File: src/rtl/alu_pipe_pkg.sv
// Shared opcode encodings and pipeline payload types for the pipelined ALU.
package alu_pipe_pkg;

    localparam int unsigned OPCODE_W = 3;

    typedef logic [OPCODE_W-1:0] opcode_t;

    localparam opcode_t OP_ADD  = 3'b000;
    localparam opcode_t OP_SUB  = 3'b001;
    localparam opcode_t OP_AND  = 3'b010;
    localparam opcode_t OP_OR   = 3'b011;
    localparam opcode_t OP_XOR  = 3'b100;
    localparam opcode_t OP_NAND = 3'b101;
    localparam opcode_t OP_NOR  = 3'b110;
    localparam opcode_t OP_NOT  = 3'b111;

    // Control fields captured in S1 alongside the operands.
    typedef struct packed {
        opcode_t opcode;
        logic    sel_src;
        logic    acc_clr;
    } s1_ctrl_t;

endpackage

File: src/rtl/alu_core.sv
// Combinational WIDTH-bit ALU: eight arithmetic/logic ops plus carry/borrow.
// Optional macro ALU_SAT_EN: ADD clamps to all-ones on carry, SUB clamps to 0
// on borrow; carry still reports the raw carry/borrow.
module alu_core
    import alu_pipe_pkg::*;
#(
    parameter int unsigned WIDTH = 8
) (
    input  logic [WIDTH-1:0] a,
    input  logic [WIDTH-1:0] b,
    input  opcode_t          opcode,
    output logic [WIDTH-1:0] result,
    output logic             carry
);

    logic [WIDTH:0] w_sum;
    logic [WIDTH:0] w_diff;

    // Extended-width add and subtract; the top bit is carry / borrow.
    assign w_sum  = {1'b0, a} + {1'b0, b};
    assign w_diff = {1'b0, a} - {1'b0, b};

    // Operation select; logic ops never produce a carry.
    always_comb begin
        result = '0;
        carry  = 1'b0;
        case (opcode)
            OP_ADD: begin
                carry = w_sum[WIDTH];
`ifdef ALU_SAT_EN
                result = w_sum[WIDTH] ? '1 : w_sum[WIDTH-1:0];
`else
                result = w_sum[WIDTH-1:0];
`endif
            end
            OP_SUB: begin
                carry = w_diff[WIDTH];
`ifdef ALU_SAT_EN
                result = w_diff[WIDTH] ? '0 : w_diff[WIDTH-1:0];
`else
                result = w_diff[WIDTH-1:0];
`endif
            end
            OP_AND:  result = a & b;
            OP_OR:   result = a | b;
            OP_XOR:  result = a ^ b;
            OP_NAND: result = ~(a & b);
            OP_NOR:  result = ~(a | b);
            default: result = ~a;  // OP_NOT
        endcase
    end

endmodule

File: src/rtl/alu_pipe_acc.sv
// Two-stage pipelined ALU with valid/ready handshake and a chaining accumulator.
// S1 captures the operand beat; S2 is the output register and updates the
// accumulator. Optional macro ALU_SAT_EN enables saturating ADD/SUB in alu_core.
module alu_pipe_acc
    import alu_pipe_pkg::*;
#(
    parameter int unsigned WIDTH = 8
) (
    input  logic             clk,
    input  logic             rst,
    input  logic             in_valid,
    output logic             in_ready,
    input  logic [WIDTH-1:0] in1,
    input  logic [WIDTH-1:0] in2,
    input  opcode_t          opcode,
    input  logic             sel_src,
    input  logic             acc_clr,
    output logic             out_valid,
    input  logic             out_ready,
    output logic [WIDTH-1:0] out,
    output logic             carry_out,
    output logic             zero
);

    // S1 stage
    logic             r_s1_valid;
    logic [WIDTH-1:0] r_s1_in1;
    logic [WIDTH-1:0] r_s1_in2;
    s1_ctrl_t         r_s1_ctrl;

    // S2 stage and accumulator
    logic             r_out_valid;
    logic [WIDTH-1:0] r_out;
    logic             r_carry;
    logic             r_zero;
    logic [WIDTH-1:0] r_acc;

    logic             w_s2_load;
    logic             w_in_ready;
    logic [WIDTH-1:0] w_op_a;
    logic [WIDTH-1:0] w_result;
    logic             w_carry;

    // Pipeline advance: S2 takes S1 whenever its current result is gone or leaving.
    assign w_s2_load  = r_s1_valid && (!r_out_valid || out_ready);
    assign w_in_ready = !rst && (!r_s1_valid || w_s2_load);

    // The accumulator is read when S1 computes, so a chained beat sees the
    // result loaded into S2 on the previous edge without any bubble.
    assign w_op_a = r_s1_ctrl.sel_src ? r_acc : r_s1_in1;

    alu_core #(
        .WIDTH (WIDTH)
    ) u_alu_core (
        .a      (w_op_a),
        .b      (r_s1_in2),
        .opcode (r_s1_ctrl.opcode),
        .result (w_result),
        .carry  (w_carry)
    );

    // S1 register: capture a beat whenever the stage can accept one.
    always_ff @(posedge clk) begin
        if (rst) begin
            r_s1_valid <= 1'b0;
            r_s1_in1   <= '0;
            r_s1_in2   <= '0;
            r_s1_ctrl  <= '0;
        end else if (w_in_ready) begin
            r_s1_valid <= in_valid;
            if (in_valid) begin
                r_s1_in1  <= in1;
                r_s1_in2  <= in2;
                r_s1_ctrl <= '{opcode: opcode, sel_src: sel_src, acc_clr: acc_clr};
            end
        end
    end

    // S2 register and accumulator: load on advance, hold while stalled.
    always_ff @(posedge clk) begin
        if (rst) begin
            r_out_valid <= 1'b0;
            r_out       <= '0;
            r_carry     <= 1'b0;
            r_zero      <= 1'b0;
            r_acc       <= '0;
        end else if (w_s2_load) begin
            r_out_valid <= 1'b1;
            r_out       <= w_result;
            r_carry     <= w_carry;
            r_zero      <= (w_result == '0);
            r_acc       <= r_s1_ctrl.acc_clr ? '0 : w_result;
        end else if (out_ready) begin
            r_out_valid <= 1'b0;
        end
    end

    assign in_ready  = w_in_ready;
    assign out_valid = r_out_valid;
    assign out       = r_out;
    assign carry_out = r_carry;
    assign zero      = r_zero;

endmodule

File: config.mk
export PLATFORM = sky130hd
export DESIGN_NAME = alu_pipe_acc
export DESIGN_NICKNAME = d
export VERILOG_FILES = /design/src/rtl/alu_pipe_pkg.sv /design/src/rtl/alu_core.sv /design/src/rtl/alu_pipe_acc.sv
export SDC_FILE = /design/constraint.sdc
export NUM_CORES = 1
export LEC_CHECK = 0
export ABC_AREA = 1
export CORE_UTILIZATION = 64
export CTS_BUF_LIST = sky130_fd_sc_hd__clkbuf_8
export DETAILED_ROUTE_END_ITERATION = 7
export PLACE_DENSITY = 0.89
export SLEW_MARGIN = 20
export SYNTH_ARGS = -nofsm -noshare
export SYNTH_HDL_FRONTEND = slang
export SYNTH_HIERARCHICAL = 1
export SYNTH_SLANG_ARGS = --single-unit
File: constraint.sdc
create_clock -name clk -period 4.79 [get_ports clk]
set_clock_uncertainty 0.2 [all_clocks]
set_input_delay 0.7185 -clock clk [delete_from_list [all_inputs] [get_ports clk]]
set_output_delay 0.7185 -clock clk [all_outputs]
set_load 0.01 [all_outputs]
Fig. 1: run 1, routed clock nets over the placement
Bar = 20 µm.
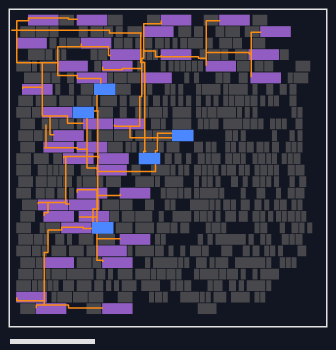
[orange] clock wires | length: 515 µm
[purple] flip-flops | count: 41
[blue] clock-net drivers | count: 5
routed clock nets	6

Fig. 2: run 1, the metal 2 layer
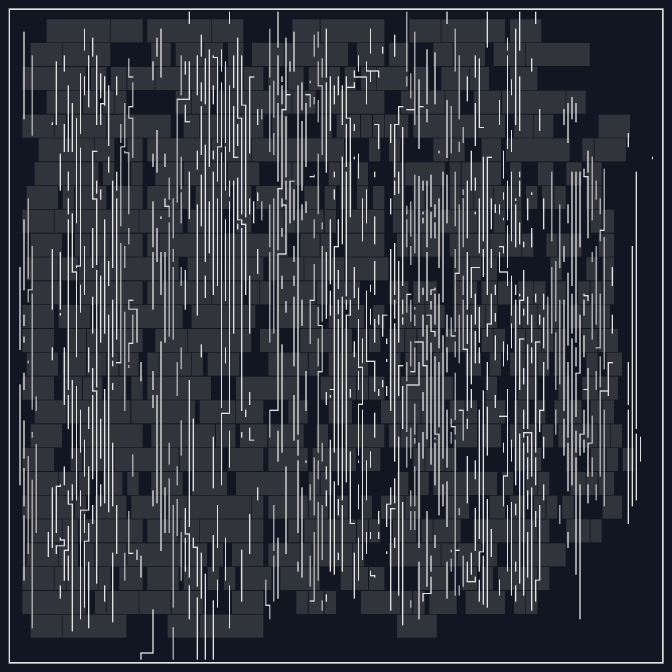
wire length on this layer	3780 µm
longest straight run	39.8 µm
share of all routed wire	46%
nets with wire on the layer	431
drt total wl: 8.17 mm
M2 GR Usage: 51.7%
via count: 3224

==> Changelog: implementation, run 1 <==
### Metrics

* Status: completed
* Chip Footprint at 5540 µm²
* Critical path startpoint category: register
* Max_cap viols at 0
* CTS sink count at 41
* Setup CP Type: reg2reg
* Tot Pwr at 927 µW
* Cell total in the yosys stat output at 469
* DR pass1 iterations at 4
* TritonCTS clock tree: built
* Switching share of power at 36.8%
* Core area at 5070 µm²
* RD Place Congestion at 0.971
* Nets at 543
* Worst-path maximum fanout at 9
* FF-to-FF path depth at 14
* Peak VDD IR at 197 µV
* Die X at 74.5 µm
* Wire per inst at 14.6 µm
* Crit path capture type: register
* Hold Buf Count CTS at 0
* Total Routing Usage GR at 31.3%
* Final hold violation count at 0
* Hold path start: r_acc[0]
* Leak pwr at 1.63 nW
* Capture point of the worst reg-to-reg path: r_acc[4]
* Measured slew at the worst slew-check pin at 810 ps
* Fmax at 326 MHz
* Yosys top cell by area: dfxtp_1
* Top Layout Cells: nand2_1 (96), inv_1 (58), nand3_1 (44)
* Syn. warnings at 6
* Initial antenna violation count at 0
* Buffers on Ports at 36
* Required time of the critical path at 4820 ps
* Vias per cell at 5.75
* Clock root cell: clkbuf_8
* Fin Setup TNS at 0 ps
* Syn avg cell area at 7.16 µm²
* Slack of the critical path at 1730 ps
* Die Y at 74.5 µm
* FF-to-FF setup slack at 1730 ps
* Reg clk slew, reported paths at 80 ps
* Cell count after synthesis at 469
* Area leader share at 24.4%
* Cell Area, Placed at 3640 µm²
* First-pass GRT wire length at 13.2 mm
* Reg-to-reg startpoint: r_s1_ctrl[1]
* Distinct cell type count after synthesis at 37
* Tmin final at 3060 ps
* Late-Pin Clk Latency at 290 ps
* Net Sw Power at 341 µW
* Worst rel slew slack at 45.9%
* Diode count at 0
* Main area contributors: dfxtp_1 (24%), nand2_1 (11%), ha_1 (8.9%)
* Setup-failing EPs final at 0
* Post-DP HPWL at 6.27 mm
* Final period utilization at 64.0%
* Layout cell share with drive strength beyond 1 at 16.7%
* CTS max path bufs at 2
* Internal Pwr Total at 586 µW
* Place WS at 1750 ps
* Chip area in the Yosys report at 3360 µm²
* RSZ-0062 raised after global routing: false
* Worst hold path class: reg2reg
Fig. 3: run 1, placement by cell class
Bar = 20 µm.
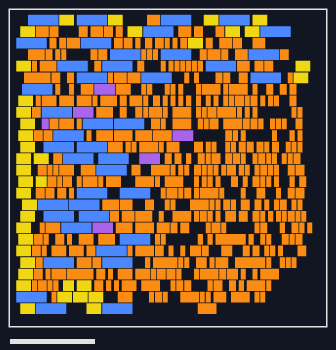
color	class	cells	share of their area
blue	registers	41	23%
orange	remaining logic cells	406	65%
purple	clock drivers and dummy loads	6	2.0%
yellow	remaining buffers and delay cells	38	10%

Fig. 4: run 1, selected gate families
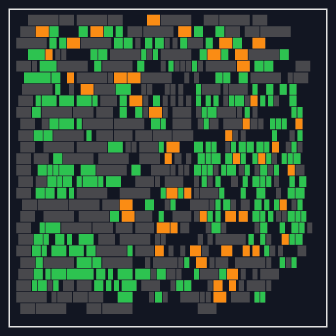
color	family	cells
green	nand cells	212
orange	aoi and oai cells	48
Comb area share: 57.3%
Cell Count, Final, Fillers Out: 561
highest-count logic cell in the final layout: nand2_1

[run 1: per-layer routing]
layer  vias to the layer above  global-route usage, %  part of all wire, %
met5                         -                      0                    0
li1                       1591                      -                    -
met2                       128                   51.7                   46
met1                      1484                   41.8                   46
met4                         0                   11.5                  2.6
met3                        21                   4.20                  5.3
[run 1: registers in the layout, indices dropped and copies added, names as in the netlist]
| name | cells |
|---|---|
| r_s1_valid | 1 |
| r_s1_in1 | 8 |
| zero | 1 |
| r_s1_ctrl | 5 |
| r_acc | 8 |
| r_s1_in2 | 8 |
| out | 8 |
| out_valid | 1 |
| carry_out | 1 |
[run 1: critical path, cell delays in order (launching register included)]
cell and delay (ps):
dfxtp_1 550, mux2_2 400, ha_1 270, fa_1 420, nand2_1 80, inv_1 50, o21ai_0 240, nand2_1 110
nand2_1 70, nand3_1 60, nand4_1 170, inv_1 60, nor2_1 80, nand3_1 90, a21oi_2 160
[run 1: power by group through the flow]
stage / sequential, mW / combinational (mW) / clock, mW
floorplan: 0.391 / 0.238 / 0
global placement: 0.399 / 0.307 / 0
detailed placement: 0.400 / 0.314 / 0
CTS: 0.392 / 0.316 / 0.213
global route: 0.396 / 0.356 / 0.226
finish: 0.393 / 0.321 / 0.212
[run 1: cell type report]
cell class,count,area [µm²]
inverter,61,229
multi-input combinational,345,2130
clock inverter,1,5.00
sequential,41,821
clock buffer,5,68.8
timing repair buffer,38,375
tap,70,87.6
fill,437,1360
[run 1: through the flow]
stage,hold WS (ps),std cells,util (%)
finish,266,561,73.3
global route,282,561,73.3
CTS,267,561,73.3
detailed placement,255,555,71.8
global placement,249,555,71.8
floorplan,235,469,-
[run 1: synth_stat cells]
master	count
buf_4	1
a41oi_1	1
or2_0	1
mux2_2	8
nand2_1	96
o22ai_1	2
inv_1	58
and3_1	1
nand3_1	44
nor2_2	1
nand3_4	2
a21oi_2	17
nand2_4	2
nand4_1	30
nand2_2	18
a21oi_1	10
o211ai_1	3
fa_1	2
buf_12	4
buf_1	1
ha_1	24
inv_2	3
nor3_1	4
xnor2_1	1
a211oi_1	3
nor2_1	39
and2_1	1
o2bb2ai_1	2
a31oi_1	1
o21ai_1	1
nand3_2	20
buf_6	1
o21ai_0	8
nor3_4	1
or2_2	2
buf_2	15
dfxtp_1	41
[run 1: logic make-up after synthesis]
family / after synthesis / share of synthesized area, %
buffers and inverters: 83 / 12.1
muxes: 8 / 2.68
and+or+nand+nor: 262 / 40.4
DFF: 41 / 24.4
xor gates and xnor gates: 1 / 0.261
adders and majority gates: 26 / 10.1
AOI/OAI and AO/OA: 48 / 9.94
[run 1: worst max-delay path by stage]
stage,start,end
2_1_floorplan,r_s1_ctrl[1],r_acc[4]
3_3_place_gp,rst,in_ready
3_5_place_dp,rst,in_ready
4_1_cts,rst,in_ready
5_1_grt,r_s1_ctrl[1],r_acc[4]
6_report,r_s1_ctrl[1],r_acc[4]
Fig. 5: run 1, placed standard cells
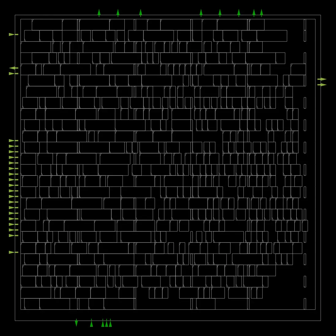

==> inputs of run 2 (changes only) <==
CORE_UTILIZATION = 53   (was 64)
PLACE_DENSITY = 0.79   (was 0.89)
clock period = 2.6 ns   (was 4.79 ns; I/O delays follow)
Fig. 6: run 2, placed standard cells
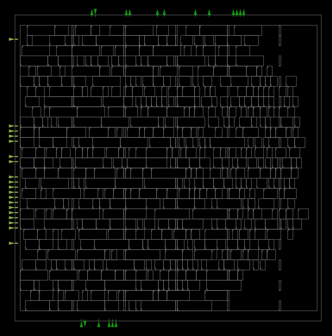
end-of-flow core utilization: 74.5%
core area: 6030 µm²
Cell Count, Final, Fillers Out: 628

==> Changelog: implementation, run 2 <==
### Metrics

* Layout cell share with drive strength beyond 1 at 36.7% (+20 points)
* Distinct cell type count after synthesis at 37 (unchanged)
* EDFF count, synth at 0 (unchanged)
* Number of fill cells in the layout at 454 (+3.9%)
* CTS max path bufs at 2 (unchanged)
* Area leader share at 24.4% (unchanged)
* Chip Footprint at 6660 µm² (+20%)
* Syn. warnings at 6 (unchanged)
* Syn avg cell area at 7.16 µm² (unchanged)
* DR pass1 iterations at 5 (+1)
* Capture point of the worst reg-to-reg path: zero
* RD Place Congestion at 0.947 (-2.4%)
* Cell Chain, Critical Path: buf_6 -> mux2_4 -> fa_2 -> nor2_1 -> nor3_1 -> a211oi_1 -> o211ai_1 -> nor2_1 -> nand2_1 -> nor2_2 -> nor2_1 -> nor2_1
* CP Depth at 12 (-2)
* Async SR Flop Fraction at 0% (unchanged)
* Drt total wl at 10.6 mm (+30%)
* Reg clk slew, reported paths at 90 ps (about the same)
* Cell mode on critical path: nor2_1
* Die Y at 81.6 µm (+9.6%)
* CTS sink count at 41 (unchanged)
* Failing checks: negative setup slack
* Diode count at 0 (unchanged)
* Highest-count logic cell in the final layout: nand2_1
* Hold path start: out[0]
* Hold Buf Count CTS at 0 (unchanged)
* Fin Setup TNS at -872 ps (-872 ps)
* Buffers on Ports at 36 (unchanged)
* FF-to-FF setup slack at -200 ps (-1920 ps)
* Post-DP HPWL at 7.17 mm (+14%)
* Cell total in the yosys stat output at 469 (unchanged)
* Wire per inst at 16.9 µm (+16%)
* Worst rel slew slack at 62.7% (+17 points)
* Crit path capture type: register
* TritonCTS clock tree: built
* Slack of the critical path at -199 ps (-1920 ps)
* Worst hold path class: reg2reg
* Setup-failing EPs final at 9 (+9)
* Via count at 3649 (+13%)
* Main area contributors: dfxtp_1 (24%), nand2_1 (11%), ha_1 (8.9%)
* Late-Pin Clk Latency at 300 ps (about the same)
* Reg-to-reg startpoint: r_s1_ctrl[1]
* Yosys top cell by area: dfxtp_1
* First-pass GRT wire length at 16.6 mm (+26%)
* Total Routing Usage GR at 32.9% (+1.6 points)
* Die X at 81.6 µm (+9.6%)
* Vias per cell at 5.81 (+1.1%)
* Nets at 603 (+11%)
* Post-synth top cells: nand2_1 (96), inv_1 (58), nand3_1 (44)
* Initial antenna violation count at 0 (unchanged)
* CP max-delay cell: fa_2
* Critical Path Max Stage Delay at 440 ps (-110 ps)
* RSZ-0062 raised after global routing: true
* Worst-path maximum fanout at 4 (-5)
* Status: complete, but fails checks
* Critical path startpoint category: register
* Fmax at 357 MHz (+9.5%)
Fig. 7: run 2, selected gate families
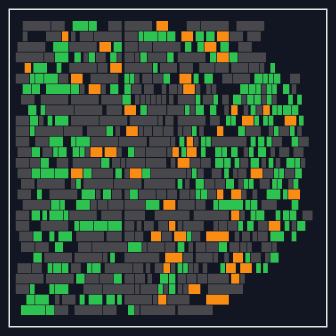
color	family	cells
green	nand cells	212
orange	aoi and oai cells	48
Comb area share: 53.6%

run 2: cell counts after synthesis:
Identical to the previous run, type by type.
run 2: layout make-up:
class	count	area (µm²)	share of cell area (%)
Clock buffer	6	82.6	1.84
Clock inverter	2	13.8	0.307
Inverter	61	236	5.27
Multi-Input combinational cell	345	2400	53.6
Sequential cell	41	822	18.3
Tap cell	75	93.8	2.09
Timing Repair Buffer	98	833	18.6
run 2: kinds of logic (layout without fill, tap and decap cells):
| kind of cell | count (synthesis) | after routing | share of synthesized area, % |
|---|---|---|---|
| AND/OR/NAND/NOR | 262 | 262 | 40.4 |
| XOR/XNOR | 1 | 1 | 0.261 |
| adder cells (fa/ha/maj) | 26 | 26 | 10.1 |
| flip-flops | 41 | 41 | 24.4 |
| multiplexers | 8 | 8 | 2.68 |
| AND-OR/OR-AND | 48 | 48 | 9.94 |
| buffers and inverters | 83 | 167 | 12.1 |
run 2: worst reg2reg max path: stages, from the launching register on:
cell and delay [ps]:
dfxtp_2 360, buf_6 120, mux2_4 340, fa_2 440
nor2_1 120, nor3_1 60, a211oi_1 210, o211ai_1 280
nor2_1 210, nand2_1 110, nor2_2 140, nor2_1 50
nor2_1 110
run 2: what timing repair did:
action                     CTS  global route
pin swaps                   16            15
gates resized               49            33
buffers inserted             9             3
cloned                       0             0
setup endpoints to repair   15            16
run 2: worst max-delay path by stage:
stage / slack, ps / end / from
2_1_floorplan: 30 / r_acc[4] / r_s1_ctrl[1]
3_3_place_gp: -210 / zero / r_s1_ctrl[1]
3_5_place_dp: -230 / zero / r_s1_ctrl[1]
4_1_cts: -80 / zero / r_s1_ctrl[1]
5_1_grt: -260 / r_acc[4] / r_s1_ctrl[1]
6_report: -200 / zero / r_s1_ctrl[1]
run 2: layer usage:
layer  vias up  wire, µm  global-route usage (%)
met2       213      5110                    55.0
met1      1678      4420                    42.0
met5         -         0                       0
met4         0       344                    15.4
met3        42       762                    3.89
li1       1716         -                       -
run 2: power by group:
part | internal [mW] | switching (mW)
logic | 0.425 | 0.494
clock network | 0.215 | 0.237
registers | 0.671 | 0.0444
run 2: metrics by stage:
step                power (mW)  setup WS [ps]  instance area [µm²]  hold slack [ps]
floorplan                 1.16           32.3                 3360              235
global placement          1.41           -208                 4010              250
detailed placement        1.43           -234                 4010              252
CTS                       1.98          -83.7                 4350              267
global route              2.19           -259                 4490              285
finish                    2.09           -199                 4490              266
Fig. 8: run 2, the metal 2 layer
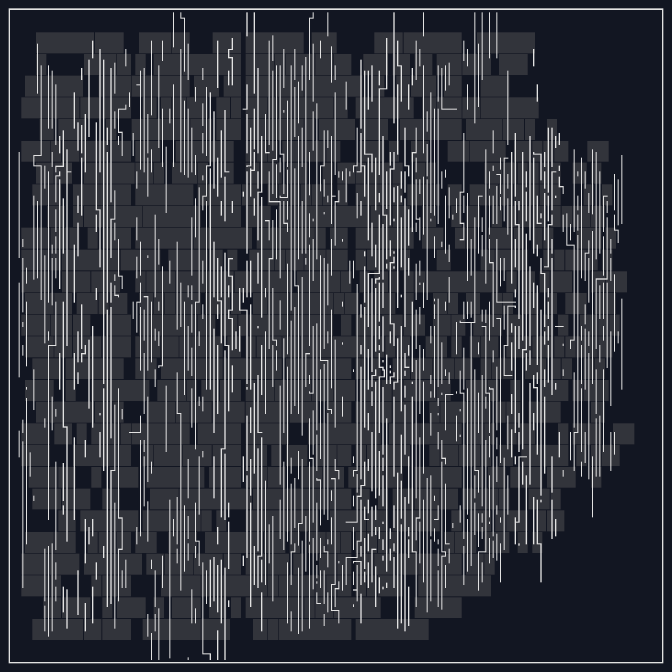

==> inputs of run 3 (changes only) <==
CORE_MARGIN = 2   (was unset)
RECOVER_POWER = 50   (was unset)
Fig. 9: run 3, the metal 2 layer
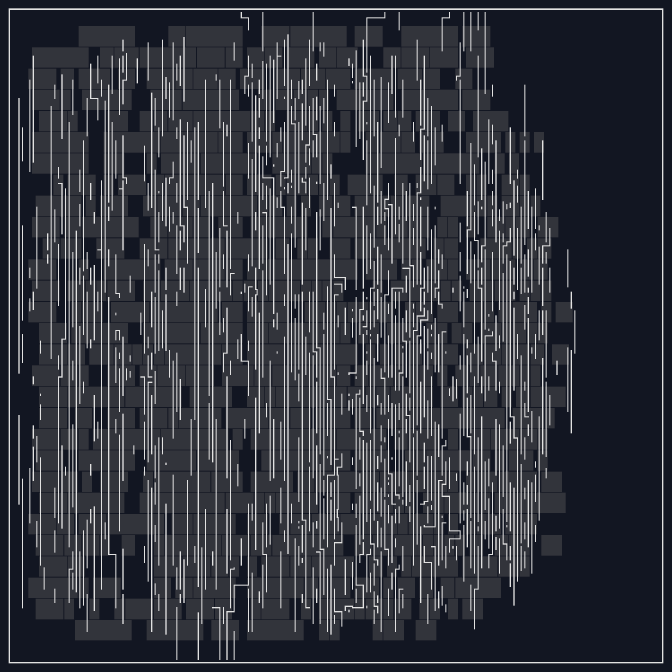
share of all routed wire	48%
longest straight run	54.4 µm
wire length on this layer	4750 µm

Fig. 10: run 3, routed clock nets over the placement
Bar = 20 µm.
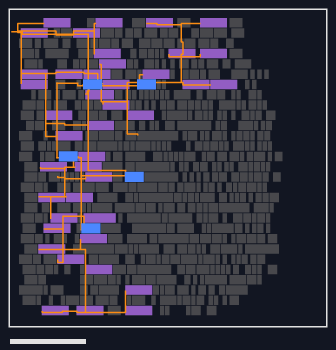
[blue] clock-net drivers | count: 5
[purple] flip-flops | count: 41
[orange] clock wires | length: 508 µm
routed clock nets	6

==> Changelog: implementation, run 3 <==
### Metrics

* Failing checks: negative setup slack
* RSZ-0062 raised after global routing: true
* Cell mode on critical path: nor2_1
* Crit path capture type: register
* Worst-path maximum fanout at 3 (-1)
* Syn. warnings at 6 (unchanged)
* Critical path startpoint category: register
* Wire per inst at 16.1 µm (-5.2%)
* Chip Footprint at 6990 µm² (+5.0%)
* CTS max path bufs at 2 (unchanged)
* Status: complete, but fails checks
* Final instance area at 4440 µm² (-1.1%)
* Die X at 83.6 µm (+2.5%)
* Cell Chain, Critical Path: buf_6 -> mux2_4 -> buf_4 -> ha_2 -> a21oi_4 -> o21ai_4 -> or2_2 -> nand3_1 -> nand4_1 -> nor2_1 -> nand2_1 -> nor2_1 -> nor2_1 -> nor2_1
* Fmax at 376 MHz (+5.2%)
* Via count at 3502 (-4.0%)
* Highest-count logic cell in the final layout: nand2_1
* Async SR Flop Fraction at 0% (unchanged)
* Slack of the critical path at -62.1 ps (+137 ps)
* Met3 Wirelength at 764 µm (+0.26%)
* DR pass1 iterations at 7 (+2)
* Distinct cell type count after synthesis at 37 (unchanged)
* Highest Signal Layer: met4
* Buffers on Ports at 36 (unchanged)
* Tot Pwr at 2.19 mW (+5.0%)
* Nets at 590 (-2.2%)
* EDFF count, synth at 0 (unchanged)
* Post-DP HPWL at 7.07 mm (-1.4%)
* Drt total wl at 9.91 mm (-6.8%)
* Initial antenna violation count at 0 (unchanged)
* CP max-delay cell: dfxtp_4
* Diode count at 0 (unchanged)
* End-of-flow core utilization at 71.1% (-3.4 points)
* Post-synth top cells: nand2_1 (96), inv_1 (58), nand3_1 (44)
* First-pass GRT wire length at 15.8 mm (-4.7%)
* Place WS at -171 ps (+63.6 ps)
* Layout cell share with drive strength beyond 1 at 35.9% (-0.78 points)
* Syn avg cell area at 7.16 µm² (unchanged)
* Setup-failing EPs final at 4 (-5)
## run 3: per-layer routing
layer,up-vias,global-route usage [%]
met5,-,0
met4,0,14.2
met3,32,3.86
met2,194,46.0
met1,1583,35.7
li1,1693,-
## run 3: cell type report
class | instances | area (µm²)
Clock buffer | 5 | 68.8
Clock inverter | 3 | 68.8
Fill cell | 455 | 1810
Inverter | 61 | 239
Multi-Input combinational cell | 345 | 2400
Sequential cell | 41 | 826
Tap cell | 77 | 96.3
Timing Repair Buffer | 85 | 736
## run 3: path summary, 6_finish.rpt
path	slack, ps	end	depth (start not counted)	startpoint
setup reg to reg	-60	zero	14	r_s1_ctrl[1]
hold reg to reg	270	out[0]	2	out[0]
setup / recovery	-60	zero	14	r_s1_ctrl[1]
hold / removal	270	out[0]	2	out[0]
## run 3: timing repair
action | CTS | global route
resized | 24 | 63
setup buffers | 3 | 3
pin swaps | 9 | 31
endpoints found under the setup margin | 12 | 15
endpoints found under the hold margin | 0 | 0
## run 3: power by group
group / switching, mW / total (mW) / leakage (nW) / internal [mW]
Clock: 0.235 / 0.621 / 0.0687 / 0.386
Combinational: 0.464 / 0.852 / 1.50 / 0.388
Sequential: 0.0466 / 0.717 / 0.338 / 0.671
## run 3: worst register-to-register path, stage by stage, from the launching register on
cell     delay (ps)
dfxtp_4         360
buf_6           120
mux2_4          310
buf_4           150
ha_2            210
a21oi_4         160
o21ai_4          90
or2_2           270
nand3_1          70
nand4_1         190
nor2_1          160
nand2_1          60
nor2_1          110
nor2_1           50
nor2_1          100
## run 3: logic make-up after synthesis
family / count (synthesis) / synth area share, %
AOI/OAI and AO/OA: 48 / 9.94
xor gates and xnor gates: 1 / 0.261
adders and majority gates: 26 / 10.1
buffers and inverters: 83 / 12.1
DFF: 41 / 24.4
muxes: 8 / 2.68
and+or+nand+nor: 262 / 40.4
Power figures rest on the tool's default switching activity, not on a simulated workload.
